Fig. 1: run 1, cell outlines without signal wires
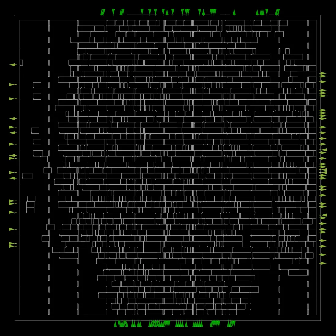
Fig. 2: run 1, cells by drive strength
The bar under the picture is 50 um long.
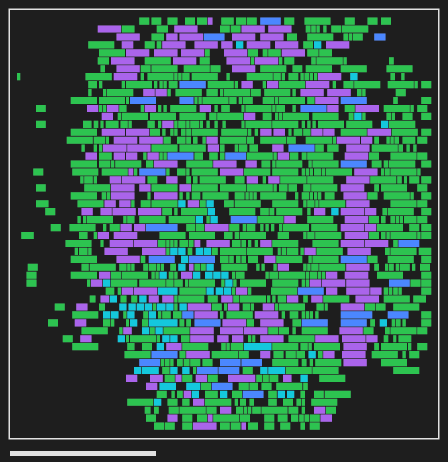
Fig. 3: run 1, clock wires, drivers and flops
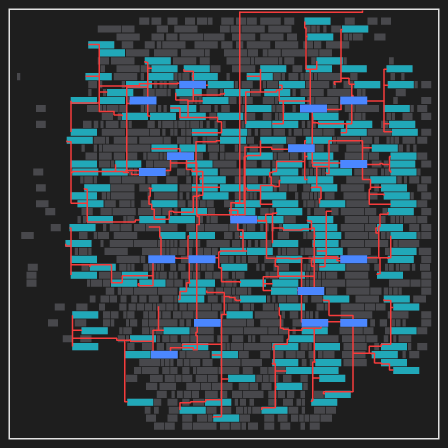
Fig. 4: run 1, wiring heat map
The die is cut into 29 by 29 equal tiles; dark blue is low, red is high, scaled to the fullest tile. Values are wire area over tile area, all layers added.
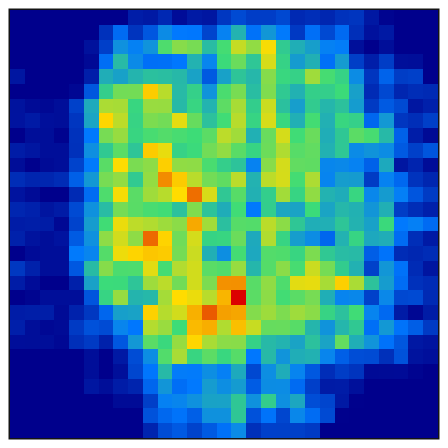
--- src/rtl/ula_sequenciador.sv ---
// ula_sequenciador: control unit that sequences register-to-register
// instructions through an external combinational ALU (ULA).
// Accepts an instruction, presents operands and the control code to the
// ALU, writes the result back to an 8-entry register bank and updates the
// architectural Z/C/S/O flags according to the instruction class.
// Optional build macro: ULA_SEQ_ILLEGAL_TRAP_EN (pulses erro on unlisted codes).
module ula_sequenciador #(
  parameter int bits_palavra = 16,
  parameter int NUM_REGS     = 8
) (
  input  logic                    clk,
  input  logic                    rst_n,
  input  logic [13:0]             instrucao,
  input  logic                    instr_valid,
  output logic                    instr_ready,
  input  logic                    carga_valid,
  input  logic [2:0]              carga_reg,
  input  logic [bits_palavra-1:0] carga_dado,
  output logic [4:0]              ula_controle,
  output logic [bits_palavra-1:0] ula_operandoA,
  output logic [bits_palavra-1:0] ula_operandoB,
  input  logic [bits_palavra-1:0] ula_resultado,
  input  logic                    ula_Z,
  input  logic                    ula_C,
  input  logic                    ula_S,
  input  logic                    ula_O,
  output logic                    flag_Z,
  output logic                    flag_C,
  output logic                    flag_S,
  output logic                    flag_O,
  output logic                    concluido,
  output logic                    erro,
  input  logic [2:0]              leitura_reg,
  output logic [bits_palavra-1:0] leitura_dado
);

  localparam logic [1:0] IDLE = 2'd0;
  localparam logic [1:0] EXEC = 2'd1;
  localparam logic [1:0] DONE = 2'd2;

  // Neutral "move" code: the ALU is parked on it whenever it is not in use.
  localparam logic [4:0] CTRL_MOVE = 5'b10000;

  logic [1:0]              estado;
  logic [bits_palavra-1:0] regs [NUM_REGS];
  logic [2:0]              rd_r;

  logic cls_arit;
  logic cls_desl;
  logic cls_logica;
  logic cls_ilegal;

  // Classify the latched control code to decide write-back and which flags move.
  always_comb begin
    cls_arit   = 1'b0;
    cls_desl   = 1'b0;
    cls_logica = 1'b0;
    cls_ilegal = 1'b0;
    case (ula_controle) inside
      5'b00000, 5'b00001, 5'b00011,
      5'b00100, 5'b00101, 5'b00110:     cls_arit   = 1'b1;
      5'b01000, 5'b01001:               cls_desl   = 1'b1;
      5'b10001, 5'b10010,
      [5'b10100:5'b11110]:              cls_logica = 1'b1;
      5'b00010, 5'b00111,
      [5'b01010:5'b01111]:              cls_ilegal = 1'b1;
      default:                          ;
    endcase
  end

  // Handshake and status outputs derive directly from the current state.
  assign instr_ready  = (estado == IDLE) && !carga_valid;
  assign concluido    = (estado == DONE);
  assign leitura_dado = regs[leitura_reg];

  // Main sequencer: loads, operand capture, write-back and flag update.
  always_ff @(posedge clk or negedge rst_n) begin
    if (!rst_n) begin
      estado        <= IDLE;
      ula_controle  <= CTRL_MOVE;
      ula_operandoA <= '0;
      ula_operandoB <= '0;
      rd_r          <= '0;
      flag_Z        <= 1'b0;
      flag_C        <= 1'b0;
      flag_S        <= 1'b0;
      flag_O        <= 1'b0;
      for (int i = 0; i < NUM_REGS; i++) begin
        regs[i] <= '0;
      end
    end else begin
      case (estado)
        IDLE: begin
          if (carga_valid) begin
            regs[carga_reg] <= carga_dado;
          end else if (instr_valid) begin
            ula_controle  <= instrucao[13:9];
            rd_r          <= instrucao[8:6];
            ula_operandoA <= regs[instrucao[5:3]];
            ula_operandoB <= regs[instrucao[2:0]];
            estado        <= EXEC;
          end
        end
        EXEC: begin
          if (!cls_ilegal) begin
            regs[rd_r] <= ula_resultado;
          end
          if (cls_arit || cls_desl || cls_logica) begin
            flag_Z <= ula_Z;
            flag_S <= ula_S;
          end
          if (cls_arit || cls_desl) begin
            flag_C <= ula_C;
          end
          if (cls_arit) begin
            flag_O <= ula_O;
          end
          ula_controle <= CTRL_MOVE;
          estado       <= DONE;
        end
        DONE: begin
          estado <= IDLE;
        end
        default: begin
          estado <= IDLE;
        end
      endcase
    end
  end

`ifdef ULA_SEQ_ILLEGAL_TRAP_EN
  logic erro_r;

  // Remember that the executing code was unlisted so erro can pulse in DONE.
  always_ff @(posedge clk or negedge rst_n) begin
    if (!rst_n) begin
      erro_r <= 1'b0;
    end else if (estado == EXEC) begin
      erro_r <= cls_ilegal;
    end else if (estado == DONE) begin
      erro_r <= 1'b0;
    end
  end

  assign erro = (estado == DONE) && erro_r;
`else
  assign erro = 1'b0;
`endif

endmodule

--- config.mk ---
export PLATFORM = sky130hd
export DESIGN_NAME = ula_sequenciador
export DESIGN_NICKNAME = d
export VERILOG_FILES = /design/src/rtl/ula_sequenciador.sv
export SDC_FILE = /design/constraint.sdc
export NUM_CORES = 1
export LEC_CHECK = 0
export ABC_AREA = 0
export CAP_MARGIN = 10
export CORE_MARGIN = 2
export CORE_UTILIZATION = 52
export CTS_CLUSTER_SIZE = 16
export DETAILED_ROUTE_END_ITERATION = 10
export PLACE_DENSITY = 0.85
export SKIP_CTS_REPAIR_TIMING = 1
export SLEW_MARGIN = 20
export SYNTH_ARGS = -nofsm -noshare
export SYNTH_HDL_FRONTEND = slang
export SYNTH_SLANG_ARGS = --single-unit
export TNS_END_PERCENT = 1
--- constraint.sdc ---
create_clock -name clk -period 2.13 [get_ports clk]
set_input_delay 0.213 -clock clk [delete_from_list [all_inputs] [get_ports clk]]
set_output_delay 0.213 -clock clk [all_outputs]
set_load 0.02 [all_outputs]
==> highlights.md, run 1 <==
## Critical path
* AND-OR/OR-AND gates — kind of cell adding the most delay to the critical path
* 0.53 ns — Crit path largest cell delay
* 6 — reg2reg path depth
* register — Worst setup SP type
* 1 — count of buffering cells on the critical path with inverters included
* sky130_fd_sc_hd__dfstp_2 — highest-delay cell along the critical path
* 2.46 ns — worst path required time
* register — capturing element type of the critical path
* reg -> reg — CP Class
* 2.47 ns — Arr. time, crit path
* ula_controle[4]$_DFFE_PN1P_ — r2r startpoint
* 11 — Critical Path Fanout Max

## Clocking
* 0.06 ns — clock transition at the registers of the reported paths
* 0.44 ns — insertion delay of the later-clocked pin in the worst-skew pair
* sky130_fd_sc_hd__clkbuf_16 — clock tree root buffer cell
* 4 — H-tree depth
* 174 — TritonCTS sink count
* built — CTS tree

## Global routing
* 0 — overflow left after global routing
* 54100 um — wire length of the first global-routing pass
* 9352 — number of global-route vias before repair

## Timing
* 0.00507 ns — maximum clock skew at final layout
* 2.14 ns — clock period minus final worst setup slack
* 468 MHz — Max Fclk
* 0 — max-slew violations
* -0.00754 ns — crit path setup slack, layout
* 1 — Final setup violation count
* 0 — Hold Vio Cnt, Final
* 0.565 — max_slew headroom
* 1.00 — final cycle utilization of the critical path
* true — setup repair after global routing missed its margin
* -0.00754 ns — sum of negative setup slack

## Synthesis
* sky130_fd_sc_hd__dfrtp_1, sky130_fd_sc_hd__mux4_2, sky130_fd_sc_hd__o221a_2 — top cells, area
* 10600 um^2 — Netlist Area Pre-Place
* 0.409 — top cell type's share of synthesized area
* 0.412 — share of synthesized area occupied by flip-flops and latches
* 10600 um^2 — post-synthesis chip area from yosys
* 906 — synthesized netlist cell count
* sky130_fd_sc_hd__dfrtp_1, sky130_fd_sc_hd__nor2_1, sky130_fd_sc_hd__mux4_2 — Commonest cells post-synth
* 174 — flops & latches, synth
* sky130_fd_sc_hd__dfrtp_1 — library cell with the largest summed area after synthesis
* 0 — count of synthesis-stage warnings from yosys
* 0 — number of flops mapped to enable cells by yosys
* 966 — Floorplan Nets
* 55 — number of distinct library cells after synthesis
* 11.7 um^2 — per-instance average area after synthesis

## Layout
* 1082 — Net count, final
* sky130_fd_sc_hd__dfrtp_1 — most frequently placed logic cell in the final layout
* sky130_fd_sc_hd__dfrtp_1, sky130_fd_sc_hd__nor2_1, sky130_fd_sc_hd__clkdlybuf4s50_1, sky130_fd_sc_hd__mux4_2, sky130_fd_sc_hd__nand2_1 — highest-count cells in the layout ignoring fill and taps
* 0.286 — share of post-route cells with drive strength above 1
* 12900 um^2 — Final Instance Area

## Drt
* 1427 — number of violations reported at the end of detailed-routing iteration 0
* 8 — count of TritonRoute iterations in the first routing pass
* 7.14 — via-per-instance ratio
* 0 — number of nets still failing antenna checks after routing

## Flow run
* 0 — max-cap check violation count
* 27 — number of warnings the tools reported

## Place
* 118 — number of buffers inserted by port buffering
* 12300 um^2 — cell area after placement

## Min path
* in -> async — worst hold path type

## Power
* 1140 nW/um^2 — ratio of total power to cell area
* 5.25 nW — reported leakage power
* 616 uV — maximum vdd ir drop

## Run status
* negative setup slack — violations in the final reports
* finished with violations — outcome

## Die
* 20100 um^2 — floorplan core area
* 147 um — vertical extent of the die
* 21500 um^2 — die outline area
* 147 um — die extent in x

-- Fig. 1 (at the start) --
placement row count: 52
post-route non-filler standard cell count: 1301
registers: 174
tapcells inserted: 270

-- Fig. 2 (at the start) --
drive 2 -> purple  # cells 193, share 19%, most used mux4_2
drive 6 and up -> blue  # cells 35, share 3.4%, most used clkbuf_16
drive 1 or less -> green  # cells 735, share 71%, most used dfrtp_1
drive 3 to 4 -> cyan  # cells 67, share 6.5%, most used buf_4
layout overhead on the synthesized area: 22.5%
number of signal-net buffers in the layout: 190
crit path setup slack, layout: -0.00754 ns

-- Fig. 3 (at the start) --
cells driving clock nets -> blue  # count 17
flip-flops -> cyan  # count 174
clock wires -> red  # length 2050 um
flops lie = all over the die
routed clock nets = 18

-- Fig. 4 (at the start) --
densest ninth of the die = center
fullest tile = 0.96
tiles over half the peak = 25%
emptiest ninth of the die = lower left
all-layer global routing usage: 0.331
WL per Instance: 26.6 um
vias after detailed routing: 9286
final WL: 34600 um

==> run 1: registers in the layout, indices dropped and copies added, names as in the netlist <==
signal,count
estado,2
flag_C,1
flag_O,1
flag_S,1
flag_Z,1
rd_r,3
regs,128
ula_controle,5
ula_operandoA,16
ula_operandoB,16
==> run 1: kinds of logic (layout without fill, tap and decap cells) <==
family                    after synthesis  after routing  synth area share
and+or+nand+nor                       249            249             0.104
AOI/OAI and AO/OA                     200            200             0.157
DFF                                   174            174             0.412
muxes                                 168            168             0.277
buffers and inverters                 112            236            0.0476
xor gates and xnor gates                2              2           0.00166
other                                   1              2          0.000355
==> run 1: power by group <==
part / leakage (nW) / switching (W) / internal [W]
logic: 3.00 / 0.00246 / 0.00329
registers: 1.99 / 0.00147 / 0.00458
clock network: 0.260 / 0.00127 / 0.00172
==> run 1: per-stage QoR <==
step	hold WS [ns]	util	worst slack, ns	power, W	instances
after global placement	0.163	0.614	-0.192	0.0113	1271
after global routing	0.307	0.644	-0.0185	0.0154	1301
after detailed placement	0.160	0.614	-0.232	0.0116	1271
after floorplan	-0.0826	-	0.0775	0.00929	906
final	0.256	0.644	-0.00754	0.0148	1301
after CTS	-0.295	0.641	-0.292	0.0147	1298
==> run 1: per-layer routing <==
layer	part of all wire	track usage	wire [um]	vias up
li1	-	-	-	3693
met2	0.46	0.511	15900	880
met4	0.056	0.163	1930	2
met5	0.00038	0	13	-
met1	0.35	0.434	12200	4520
met3	0.13	0.0941	4560	191
==> run 1: cell type report <==
class	instances	area, um^2	share of cell area
multi-input cells	620	5730	0.442
flip-flops and latches	174	4360	0.336
clock inverters	7	93.8	0.00725
repair buffers	190	1920	0.148
clock buffers	20	447	0.0345
inverters	19	71.3	0.00551
well taps	270	338	0.0261
diodes	1	2.50	0.000193
## Run 2: what changed since run 1
SETUP_SLACK_MARGIN = 0.1   (was not set)
Fig. 5: run 2, register map, names as in the netlist
The bar under the picture is 50 um long.
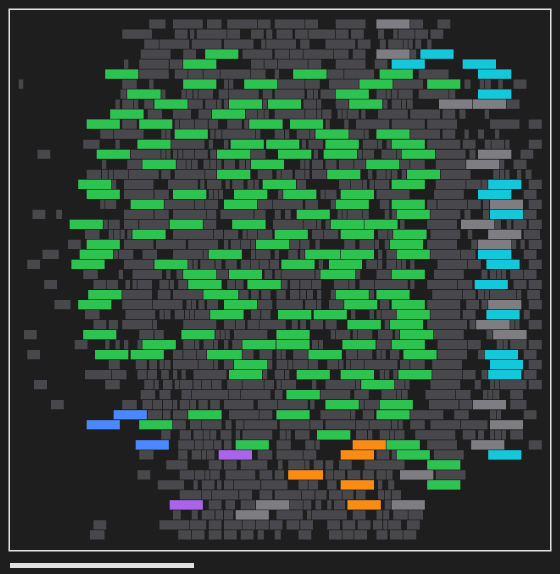
rd_r -> blue  # sequential cells 3
ula_operandoB -> cyan  # sequential cells 16
regs -> green  # sequential cells 128
ula_controle -> orange  # sequential cells 5
estado -> purple  # sequential cells 2
seq pwr: 0.00604 W
fraction of area in registers: 0.334

Fig. 6: run 2, cell outlines without signal wires
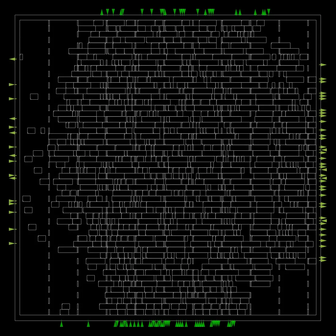
number of fill cells in the layout: 1416
post-route non-filler standard cell count: 1305
share of the core filled with cells: 0.649
floorplan core area: 20100 um^2

Fig. 7: run 2, cells by drive strength
The bar under the picture is 50 um long.
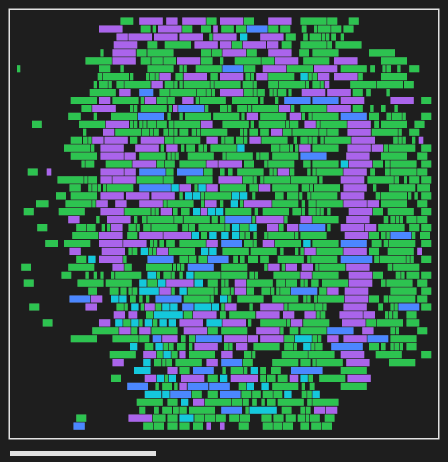
drive 2 -> purple  # cells 198, share 19%, most used mux4_2
drive 1 or less -> green  # cells 726, share 70%, most used dfrtp_1
drive 6 and up -> blue  # cells 41, share 4.0%, most used clkbuf_16
drive 3 to 4 -> cyan  # cells 68, share 6.6%, most used buf_4
number of signal-net buffers in the layout: 191
Final Instance Area: 13100 um^2

==> run 2 against run 1 <==
  * Combinational power rose by 2%
  * Critical path type is now reg -> out
  * Sequential cell count did not move
  * Fmax rose by 2.5%
  * Largest power group unchanged
  * Synthesized cell count did not move
  * Wire length rose by 3.6%
  * Worst setup slack improved by 0.052 ns
  * Final cell count rose by 0.31%
  * The run now ends clean
  * Sequential share of layout area fell by 0.23 points
  * Global-route usage rose by 0.93 points
  * Total power rose by 2.6%
  * Area after synthesis did not move
  * Non-clock buffer count rose by 1
==> highlights.md, run 2 <==
## Power
* 0.00532 W — net load switching power
* 1160 nW/um^2 — ratio of total power to cell area
* 0.00583 W — power consumed by combinational cells
* 0.0152 W — post-layout total power
* 0.398 — part of the total power dissipated in sequential elements
* sequential cells — main power-consuming group
* 0.00330 W — total clock network power
* 624 uV — maximum vdd ir drop
* 5.29 nW — reported leakage power
* 0.218 — clock network fraction of design power
* 0.384 — power share of the combinational group
* 0.00986 W — Internal
* 0.350 — switching power share of the total

## Layout
* 0.297 — share of post-route cells with drive strength above 1
* 128 — max reg flops
* sky130_fd_sc_hd__dfrtp_1, sky130_fd_sc_hd__nor2_1, sky130_fd_sc_hd__clkdlybuf4s50_1, sky130_fd_sc_hd__mux4_2, sky130_fd_sc_hd__nand2_1 — highest-count cells in the layout ignoring fill and taps
* 620 — Comb gates
* 1083 — Net count, final
* 0.0465 — clock network share of area
* 0.439 — Comb area share
* regs (128), ula_operandoA (16), ula_operandoB (16) — registers with the highest flip-flop counts
* 23.4% — layout overhead on the synthesized area
* 19 — count of non-CTS inverters in the layout
* combinational gates — largest contributor to cell area by class
* 4360 um^2 — area taken by flip-flops and latches
* sky130_fd_sc_hd__dfrtp_1 — most frequently placed logic cell in the final layout
* 2 — number of antenna cells inserted
* 174 — registers

## Drt
* 9326 — vias after detailed routing
* 7 — count of TritonRoute iterations in the first routing pass
* 35800 um — final WL
* 27.4 um — WL per Instance
* 0 — drt drc
* 0 — number of nets still failing antenna checks after routing
* 7.15 — via-per-instance ratio
* 1733 — number of violations reported at the end of detailed-routing iteration 0

## Global routing
* 9471 — number of global-route vias before repair
* 0.340 — all-layer global routing usage
* 0 — overflow left after global routing
* 55300 um — wire length of the first global-routing pass

## Synthesis
* 966 — Floorplan Nets
* 10600 um^2 — post-synthesis chip area from yosys
* 11.7 um^2 — per-instance average area after synthesis
* 174 — flops & latches, synth
* sky130_fd_sc_hd__dfrtp_1, sky130_fd_sc_hd__nor2_1, sky130_fd_sc_hd__mux4_2 — Commonest cells post-synth
* sky130_fd_sc_hd__dfrtp_1, sky130_fd_sc_hd__mux4_2, sky130_fd_sc_hd__o221a_2 — top cells, area
* 10600 um^2 — Netlist Area Pre-Place
* 0.409 — top cell type's share of synthesized area
* 906 — synthesized netlist cell count
* 0 — count of synthesis-stage warnings from yosys
* 0.412 — share of synthesized area occupied by flip-flops and latches
* 0 — number of flops mapped to enable cells by yosys
* 55 — number of distinct library cells after synthesis
* sky130_fd_sc_hd__dfrtp_1 — library cell with the largest summed area after synthesis

## Clocking
* sky130_fd_sc_hd__clkbuf_16 — clock tree root buffer cell
* 174 — TritonCTS sink count
* 0.44 ns — insertion delay of the later-clocked pin in the worst-skew pair
* built — CTS tree
* 2 — clock tree buffer depth
* 0.07 ns — clock transition at the registers of the reported paths

## Timing
* 479 MHz — Max Fclk
* 0.584 — max_slew headroom
* 0.00902 ns — maximum clock skew at final layout
* 0 — max-slew violations
* 0.979 — final cycle utilization of the critical path
* 2.09 ns — clock period minus final worst setup slack
* 0 ns — sum of negative setup slack
* 0 — Hold Vio Cnt, Final
* true — setup repair after global routing missed its margin
* 0 — Final setup violation count
* 0.0443 ns — crit path setup slack, layout

## Place
* 118 — number of buffers inserted by port buffering
* 1268 — cell count after placement
* 23000 um — post-detail-place hpwl
* 0.952 — weighted congestion at the end of routability-driven global placement
* -0.225 ns — worst setup slack before clock tree synthesis

## Die
* 270 — tapcells inserted
* 21500 um^2 — die outline area
* 52 — placement row count
* 147 um — vertical extent of the die

## Critical path
* 3 — number of gates on the worst path with buffers counted
* sky130_fd_sc_hd__mux4_2 — highest-delay cell along the critical path
* regs[100]$_DFFE_PN0P_ — Critical R2R Capture
* mux4_2 -> mux2_2 -> clkbuf_2 — critical-path cell list
* 1 — count of buffering cells on the critical path with inverters included
* register — Worst setup SP type
* rd_r[2]$_DFFE_PN0P_ — r2r startpoint
* 4 — Critical Path Fanout Max
* multiplexers — kind of cell adding the most delay to the critical path
* reg -> out — CP Class
* 1.92 ns — worst path required time
* 0.53 ns — Crit path largest cell delay
* output pin — capturing element type of the critical path
* 7 — reg2reg path depth
* 1.87 ns — Arr. time, crit path

## Flow run
* 0 — max-cap check violation count
* 28 — number of warnings the tools reported

## Run status
* completed — outcome

## Min path
* in -> async — worst hold path type

==> run 2: cell counts after synthesis <==
No cell type changed its count.
==> run 2: worst min-delay path by stage <==
stage | cells after the start | slack (ns) | from | end
2_1_floorplan | 0 | -0.08 | rst_n | estado[0]$_DFFE_PN0P_
6_report | 2 | 0.30 | rst_n | estado[1]$_DFFE_PN0P_
3_5_place_dp | 1 | 0.21 | rst_n | estado[1]$_DFFE_PN0P_
4_1_cts | 1 | -0.23 | rst_n | estado[1]$_DFFE_PN0P_
3_3_place_gp | 1 | 0.21 | rst_n | rd_r[0]$_DFFE_PN0P_
5_1_grt | 3 | 0.33 | instrucao[13] | ula_controle[4]$_DFFE_PN1P_
==> run 2: stage by stage <==
step | hold WS [ns] | utilization | instance area (um^2)
final | 0.304 | 0.649 | 13100
after floorplan | -0.0826 | - | 10600
after global routing | 0.330 | 0.649 | 13100
after global placement | 0.212 | 0.614 | 12400
after detailed placement | 0.215 | 0.614 | 12400
after CTS | -0.230 | 0.645 | 13000
==> run 2: kinds of logic (layout without fill, tap and decap cells) <==
logic type             Yosys count  count (layout)  share of synthesized area
AND/OR/NAND/NOR                249             249                      0.104
buffers and inverters          112             239                     0.0476
multiplexers                   168             168                      0.277
AND-OR/OR-AND                  200             200                      0.157
XOR/XNOR                         2               2                    0.00166
flip-flops                     174             174                      0.412
other                            1               3                   0.000355
==> run 2: routing by layer <==
| metal | vias to the layer above | routed length [um] | global-route usage |
|---|---|---|---|
| met4 | 0 | 1730 | 0.179 |
| met2 | 860 | 16900 | 0.520 |
| met3 | 157 | 4730 | 0.110 |
| met1 | 4608 | 12500 | 0.437 |
| met5 | - | 0 | 0 |
| li1 | 3701 | - | - |
Power figures rest on the tool's default switching activity, not on a simulated workload.
